### Where the registers sit

Other sequential cells in the stronger grey, the rest of the logic in the fainter grey.
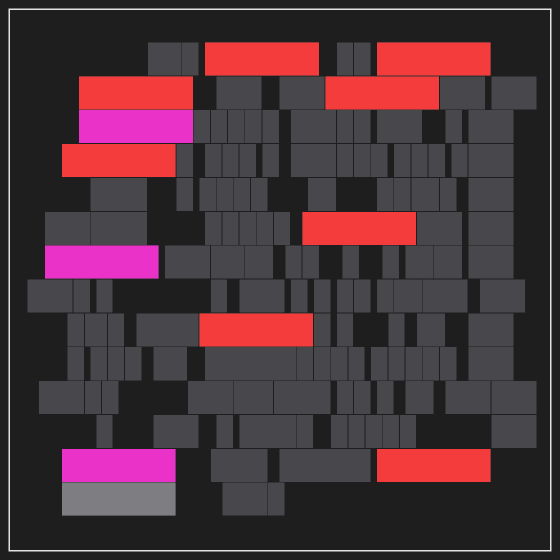
### Cells coloured by class

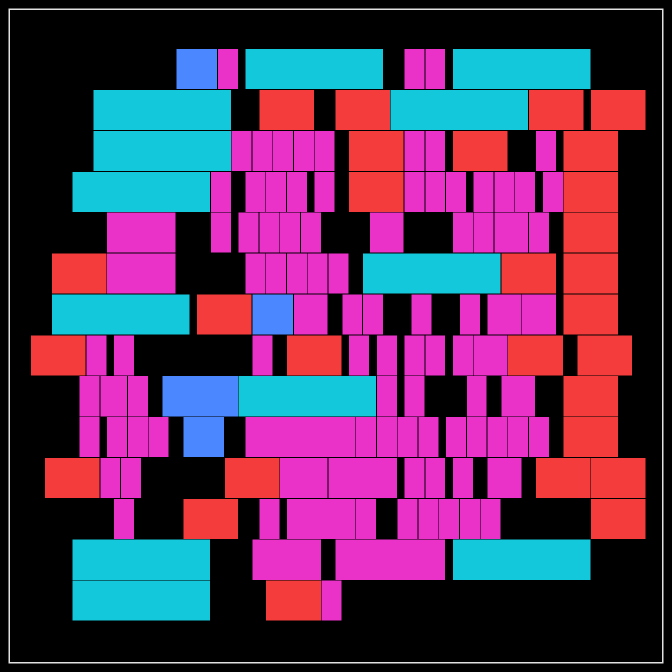
### Gate-type map

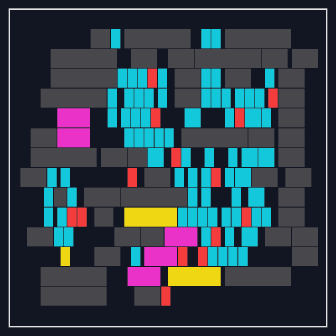
### Clock routing

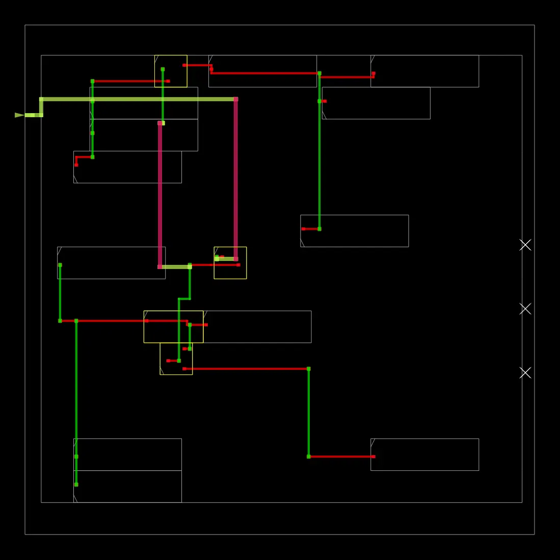
===== src/rtl/univ_shift_reg.sv =====
// univ_shift_reg: parametrised universal shift register.
//
// A WIDTH-bit register that can hold, shift right, shift left or parallel load.
// It has serial inputs and outputs at both ends plus a parallel output. A shift
// counter emits a one-cycle word_done pulse after every WIDTH shifts. Serial links
// and bit-serial datapaths use it as a SIPO, PISO or SISO element.
//
// Ports:
//   clk          rising-edge clock
//   rst          asynchronous active-low reset
//   en           1 = apply mode this cycle, 0 = hold everything
//   mode         00 hold, 01 shift right, 10 shift left, 11 parallel load
//   ser_in_msb   serial input entering bit WIDTH-1 on shift right
//   ser_in_lsb   serial input entering bit 0 on shift left
//   par_in       parallel load data
//   par_out      current register contents
//   ser_out_lsb  q[0], serial output for shift right
//   ser_out_msb  q[WIDTH-1], serial output for shift left
//   shift_cnt    shifts performed since the last load or wrap
//   word_done    registered one-cycle pulse when WIDTH shifts complete

module univ_shift_reg #(
   parameter int unsigned      WIDTH     = 8,
   parameter logic [WIDTH-1:0] RESET_VAL = '0
) (
   input  logic                     clk,
   input  logic                     rst,
   input  logic                     en,
   input  logic [1:0]               mode,
   input  logic                     ser_in_msb,
   input  logic                     ser_in_lsb,
   input  logic [WIDTH-1:0]         par_in,
   output logic [WIDTH-1:0]         par_out,
   output logic                     ser_out_lsb,
   output logic                     ser_out_msb,
   output logic [$clog2(WIDTH)-1:0] shift_cnt,
   output logic                     word_done
);

   localparam int unsigned     CntW   = $clog2(WIDTH);
   localparam logic [CntW-1:0] CntMax = CntW'(WIDTH - 1);

   logic [WIDTH-1:0] q_q, q_d;
   logic [CntW-1:0]  cnt_q, cnt_d;
   logic             done_q, done_d;
   logic             shifting;

   always_comb begin
      q_d      = q_q;
      cnt_d    = cnt_q;
      done_d   = 1'b0;
      shifting = 1'b0;
      if (en) begin
         unique case (mode)
            2'b01: begin
               q_d      = {ser_in_msb, q_q[WIDTH-1:1]};
               shifting = 1'b1;
            end
            2'b10: begin
               q_d      = {q_q[WIDTH-2:0], ser_in_lsb};
               shifting = 1'b1;
            end
            2'b11: begin
               // Load aborts any partial word: counter restarts, no pulse.
               q_d   = par_in;
               cnt_d = '0;
            end
            default: ;
         endcase
      end
      // Counter is direction-agnostic; wrap generates the word pulse.
      if (shifting) begin
         if (cnt_q == CntMax) begin
            cnt_d  = '0;
            done_d = 1'b1;
         end else begin
            cnt_d = cnt_q + 1'b1;
         end
      end
   end

   always_ff @(posedge clk or negedge rst) begin
      if (!rst) begin
         q_q    <= RESET_VAL;
         cnt_q  <= '0;
         done_q <= 1'b0;
      end else begin
         q_q    <= q_d;
         cnt_q  <= cnt_d;
         done_q <= done_d;
      end
   end

   assign par_out     = q_q;
   assign ser_out_lsb = q_q[0];
   assign ser_out_msb = q_q[WIDTH-1];
   assign shift_cnt   = cnt_q;
   assign word_done   = done_q;

endmodule


===== config.mk =====
export PLATFORM = sky130hd
export DESIGN_NAME = univ_shift_reg
export DESIGN_NICKNAME = d
export VERILOG_FILES = /design/src/rtl/univ_shift_reg.sv
export SDC_FILE = /design/constraint.sdc
export NUM_CORES = 1
export LEC_CHECK = 0
export ABC_AREA = 1
export CORE_UTILIZATION = 47
export DETAILED_ROUTE_END_ITERATION = 7
export PLACE_DENSITY = 0.87
export REMOVE_ABC_BUFFERS = 1
export SYNTH_ARGS = -nofsm -noshare
export SYNTH_HDL_FRONTEND = slang
export SYNTH_SLANG_ARGS = --single-unit

===== constraint.sdc =====
create_clock -name clk -period 2.85 [get_ports clk]
set_input_delay 0.57 -clock clk [delete_from_list [all_inputs] [get_ports clk]]
set_output_delay 0.57 -clock clk [all_outputs]
set_load 0.02 [all_outputs]

==> qor.yml <==
run_status:
  status: "finished with violations"
  violations: "design-rule violations"
sta:
  tns_ps: 0
  worst_slew_pin_slew_ps: 656
  fmax_ghz: 0.529
critical_path:
  criticalPathCategory: "register to primary output"
  required_ps: 2280
  rr_startpoint: "shift_cnt[0]"
  cp-end-kind: "primary output"
  startpoint_type: "register"
synthesis:
  top_cell: "nand2_1"
  ys_top_cells_by_area: "dfrtp_1 (37%), nand2_1 (30%), ha_1 (7.8%), nand2_2 (6.2%), nor2_8 (5.0%)"
  synth_cell_types: 13
  yosys.area.top_type_share_pct: 37.3
  synth-edff-count: 0
clock_tree:
  postCtsResizedCells: 0
  clk_root_buffer_cell: "clkbuf_4"
  h-tree-depth: 1
  clock_latency_ps: 270
  cts_hold_buffers: 0
  cts_tree: "yes"
  numCtsBuffers: 3
cells_and_area:
  area_growth_pct: 37.2
  antennaDiodeCount: 0
  final_nets: 162
pwr:
  swShare_pct: 36.3
  clkPwrFrac_pct: 20.7
  combPwrFrac_pct: 41.3
  p_leak_uw: 0.000600
job:
  cap_viol_max_count: 0
floorplan:
  die_height_um: 43.4
  num_rows: 14
detailed_routing:
  ant_nets: 0
  drc: 6
global_routing:
  antenna_found_initial: 0
place:
  place_congestion: 0.772
-- 'Where the registers sit' (at the start) --
Key: par_out = red [sequential cells 8]; shift_cnt = magenta [sequential cells 3]
Another 1 sequential cells are not coloured.

-- 'Cells coloured by class' (at the start) --
Key: remaining buffers and delay cells = red [cells 28, share of their area 26%]; combinational and other logic = magenta [cells 97, share of their area 43%]; sequential cells = cyan [cells 12, share of their area 28%]; clock drivers and dummy loads = blue [cells 4, share of their area 3.3%]

-- 'Gate-type map' (at the start) --
Key: nand cells = cyan [cells 73, most used nand2_1]; nor cells = yellow [cells 3, most used nor2_8]; fa/ha/maj cells = magenta [cells 5, most used ha_1]; inv cells = red [cells 14, most used inv_2]
Comb area share: 37.5%
most frequent logic cell in the layout: nand2_1
final non-filler cell total: 157

-- 'Clock routing' (at the start) --
Final Skew: 1.60 ps
clock sink total: 12

==> area by class of cell <==
cell class	count	area [µm²]
Fill cell	128	455
Multi-Input combinational cell	83	414
Sequential cell	12	300
Timing Repair Buffer	28	280
Inverter	14	52.6
Clock buffer	4	36.3
Tap cell	16	20.0
==> flip-flops by register name, indices dropped and copies added, names as in the netlist <==
register and count:
shift_cnt 3, par_out 8, word_done 1
==> path summary, 6_finish.rpt <==
kind / slack, ps / cells after the start / endpoint
setup / recovery: 960 / 1 / par_out[3]
hold / removal: 520 / 2 / shift_cnt[1]
setup reg to reg: 1720 / 5 / shift_cnt[0]
hold reg to reg: 520 / 2 / shift_cnt[1]
max in group asynchronous: 1820 / 1 / par_out[4]
min in group asynchronous: 660 / 1 / par_out[2]
==> cells by family after synthesis <==
group | synth area share [%]
AOI/OAI and AO/OA | 1.71
adders and majority gates | 7.78
buffers and inverters | 11.2
DFF | 37.3
and+or+nand+nor | 42.0
==> cell usage in the layout (no fill, tap or decap) <==
cell,count
inv_2,7
nand2_1,65
o21ai_1,1
inv_1,6
clkinv_1,1
clkdlybuf4s50_1,28
clkbuf_8,1
dfrtp_1,12
nor2_1,1
clkbuf_4,3
ha_1,5
nor2_8,2
nand2_2,8
o21ai_2,1
==> per-stage QoR <==
stage	worst slack [ps]	utilization [%]	area (µm²)
2_1_floorplan	1400	-	767
3_3_place_gp	769	68.5	1070
3_5_place_dp	738	68.5	1070
4_1_cts	946	70.8	1100
5_1_grt	914	70.8	1100
6_report	959	70.8	1100
==> routing by layer <==
metal	track usage, %	share of wire [%]	vias to the layer above
met5	0	0	-
met4	10.0	1.4	0
met3	4.17	5.1	4
met2	35.5	48	21
met1	25.3	45	328
li1	-	-	385
==> power by group through the flow <==
stage | logic [µW] | clock network (µW) | registers, µW
3_3_place_gp | 262 | 0 | 246
6_report | 269 | 135 | 247
5_1_grt | 295 | 148 | 253
3_5_place_dp | 271 | 0 | 249
2_1_floorplan | 89.1 | 0 | 294
4_1_cts | 272 | 142 | 246
Power and IR drop assume default switching activity.
